Figure 1. Met3 routing.
The bar under the picture is 20 um long. Cells faint in the background.
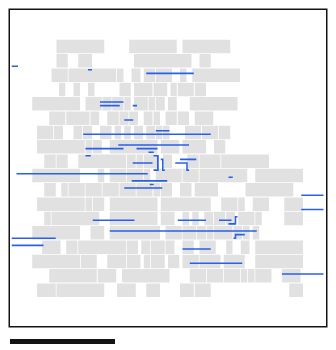
Figure 2. Cell area per tile.
The die is cut into 12 by 12 equal tiles; white is low, dark blue is high, 0 to 100% covered.
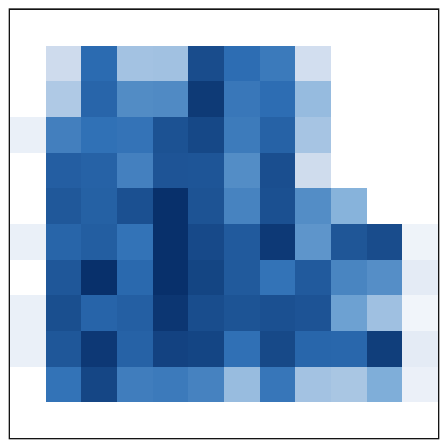
Figure 3. Met2 routing.
The bar under the picture is 20 um long. Cells faint in the background.
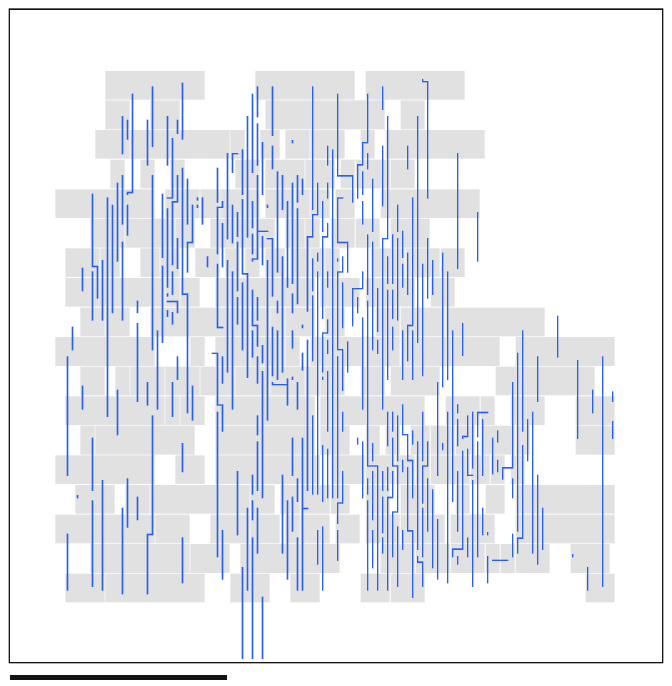
Figure 4. The metal 1 layer.
The bar under the picture is 20 um long.
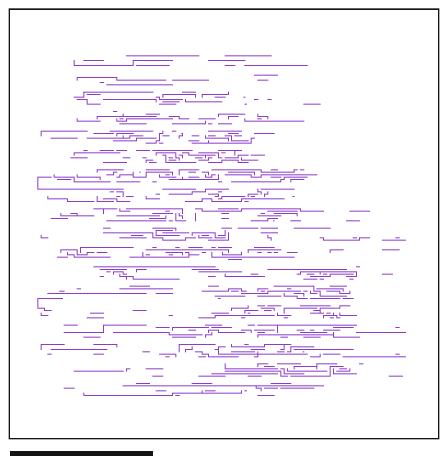
Design btn_event_decoder, sky130hd; sources not shown.
==> flow_metrics.py <==
# Auto-generated metrics
metrics = {
    "placed_design": {
        "dpl.hpwl_um": 2244,
        "place_ws_ns": 4.013,
        "port_buffers": 8,
    },
    "global_routing": {
        "antenna_found_initial": 0,
        "grt.overflow.total": 0,
        "grt_max_degree": 29,
        "grt_first_pass_wirelength_um": 5713,
        "grt_use_total_pct": 21.11,
        "grt_pass1_vias": 1275,
    },
    "synth": {
        "yosys_warnings": 6,
        "synth.avg_cell_area_um2": 10.00,
        "adder_share_pct": 0.7722,
        "ys_area_um2": 1620,
        "xor_area_share_pct": 7.027,
        "ys_top_logic_family": "simple AND/OR/NAND/NOR gates",
        "synth.top_cells.by_area": "dfrtp_1 (42%), xnor2_1 (5.4%), nor2_1 (3.9%)",
        "yosys_cells": 162,
        "ys_sh_simple_pct": 28.73,
        "edf_count": 0,
        "yosysTopAreaCellShare_pct": 41.70,
        "synth_cell_type_count": 46,
        "synth_flops": 28,
        "netlist.top_cell.by_area": "dfrtp_1",
        "synthArstFlopShare_pct": 100.0,
        "ys_sh_aoi_pct": 12.43,
    },
    "hold_path": {
        "hp-class": "flip-flop to flip-flop",
        "min_path_cells": 0,
    },
    "final_timing": {
        "hold_viol": 0,
        "setup_viol": 0,
        "fin_setup_tns_ns": 0,
        "skew_ns": 0.007151,
        "rsz0062_at_grt": "no",
        "min_period_ns": 2.308,
        "max_slew_margin_pct": 48.96,
        "tightestPinTransition_ns": 0.7598,
        "timing.fmax_mhz": 433.2,
    },
    "setup_path": {
        "startpoint_type": "flip-flop",
        "crit_type": "flip-flop to flip-flop",
        "critPathTopFamily": "simple AND/OR/NAND/NOR gates",
        "crit_buf_inv": 0,
        "ff2ff_path_depth": 5,
        "reg2reg_slack_ns": 3.99,
        "critPathMaxFanout": 16,
        "cp.required_ns": 6.51,
        "crit_path_end_kind": "flip-flop",
        "critical-path-max-stage-delay_ns": 0.58,
        "worstPathCellList": "or4b_4, nor4_2, nor2_1, o2111ai_4, a211oi_1",
    },
    "clocking": {
        "cts_tree": "done",
        "cts_buffers": 3,
        "cts_buffer_depth": 2,
        "cts_root_buffer": "clkbuf_4",
        "post_cts_buffers": 0,
        "hold_buffers": 0,
        "cts_sinks": 28,
        "cts_resized": 0,
        "insertion_delay_ns": 0.34,
    },
    "drt": {
        "detail_route.wl_per_cell_um": 16.33,
        "viasPerCell": 6.548,
        "drtPass1Iterations": 4,
        "postRouteAntennaNets": 0,
    },
    "finish": {
        "logic_area_um2": 834.6,
        "area_growth_pct": 6.718,
        "nNetsFinal": 174,
        "num-fill-cells": 197,
        "drive_gt1_share_pct": 14.79,
        "largest_register_ffs": 16,
        "seqCellArea_um2": 701.9,
        "design_area_um2": 1729,
        "n_antenna_cell": 0,
    },
    "pwr": {
        "peakVddDrop_uv": 217.7,
        "powerDensity_nw_per_um2": 215.1,
    },
    "run_status": {
        "status": "finished, final reports clean",
    },
    "run": {
        "cap_violations": 0,
        "warning_count": 26,
    },
    "floorplanning": {
        "die_area_um2": 3596,
        "die_w_um": 59.97,
        "io_pins": 9,
        "num_rows": 18,
    },
}
Notes on Figure 1 above:
share of all routed wire = 6.7%
longest straight run = 27.6 um
nets with wire on the layer = 28
via count: 1303
met3 usage: 3.888%
total wire length: 3250 um

Notes on Figure 2 above:
mean over tiles = 47%
emptiest ninth of the die = top right
nearly empty tiles = 31%
densest ninth of the die = middle
fullest tile = 100%
tiles over 75% full = 37%
FP Core Util: 64.24%
Core ar.: 2522 um^2

Notes on Figure 3 above:
share of all routed wire = 48%
main direction = vertical
nets with wire on the layer = 155
wire length on this layer = 1560 um
met2 usage: 32.87%

Notes on Figure 4 above:
main direction = horizontal
longest straight run = 28.1 um
nets with wire on the layer = 154
share of all routed wire = 43%
wire length on this layer = 1390 um
GR Util met1: 28.39%

stage by stage:
stage / utilization, % / hold slack, ns / instances / power (W)
finish: 68.55 / 0.4324 / 199 / 0.0003720
global route: 68.55 / 0.4649 / 199 / 0.0003896
CTS: 68.55 / 0.4430 / 199 / 0.0003737
detailed placement: 66.47 / 0.4064 / 195 / 0.0002562
global placement: 66.47 / 0.3928 / 195 / 0.0002526
floorplan: - / 0.4405 / 162 / 0.0002435
cell usage in the layout (no fill, tap or decap), types with 3 or more instances in the layout:
cell             netlist  layout
clkbuf_4               0       3
nor3_1                 5       5
clkdlybuf4s50_1        0       8
a2111oi_0              3       3
nand2_1               11      11
a211oi_1               3       3
mux2i_1                3       3
nand4_1                5       5
xor2_1                 3       3
nand3_1                9       9
a21oi_1                4       4
dfrtp_1               27      27
nand4b_1               4       4
nor2_2                10      10
nor2_1                17      17
o31ai_1                3       3
o21ai_0                5       5
inv_1                  4       4
xnor2_1               10      10
where the power goes:
part	internal [W]	leakage, nW	total (W)	switching, W
Combinational	0.0000193	0.265	0.0000474	0.0000281
Sequential	0.000190	0.377	0.000205	0.0000152
Clock	0.0000644	0.0279	0.000119	0.0000548
Total	0.000274	0.670	0.000372	0.0000980
routing by layer:
| layer | GRT usage, % | part of all wire [%] | routed length, um |
|---|---|---|---|
| met5 | 0 | 0 | 0 |
| met2 | 32.87 | 48 | 1560 |
| met1 | 28.39 | 43 | 1392 |
| met3 | 3.888 | 6.6 | 216 |
| met4 | 9.810 | 2.5 | 80 |
worst reg2reg max path, stage by stage, from the launching register on:
cell,delay (ns)
dfrtp_1,0.46
or4b_4,0.58
nor4_2,0.33
nor2_1,0.12
o2111ai_4,0.56
a211oi_1,0.13
synth_stat cells (all sizes together) (2+ instances only):
cell type and instances:
a2111oi 3, a211oi 3, a21oi 4, a221oi 2, and4 2, buf 2
clkbuf 4, dfrtp 27, inv 4, mux2i 3, nand2 11, nand3 9
nand4 5, nand4b 4, nor2 27, nor3 5, nor4 3, o21ai 5
o31ai 3, or3 2, xnor2 10, xor2 3
area by class of cell:
class	count	area share, %
clock inverters	1	1.737
inverters	4	0.8683
repair buffers	9	5.065
flip-flops and latches	28	40.59
clock buffers	3	1.302
multi-input cells	124	48.26
well taps	30	2.171
logic make-up after synthesis:
group                      after synthesis
and+or+nand+nor                         80
DFF                                     28
AOI/OAI and AO/OA                       26
xor gates and xnor gates                13
buffers and inverters                   10
muxes                                    4
adders and majority gates                1
Power is estimated from default activity; no workload was simulated.
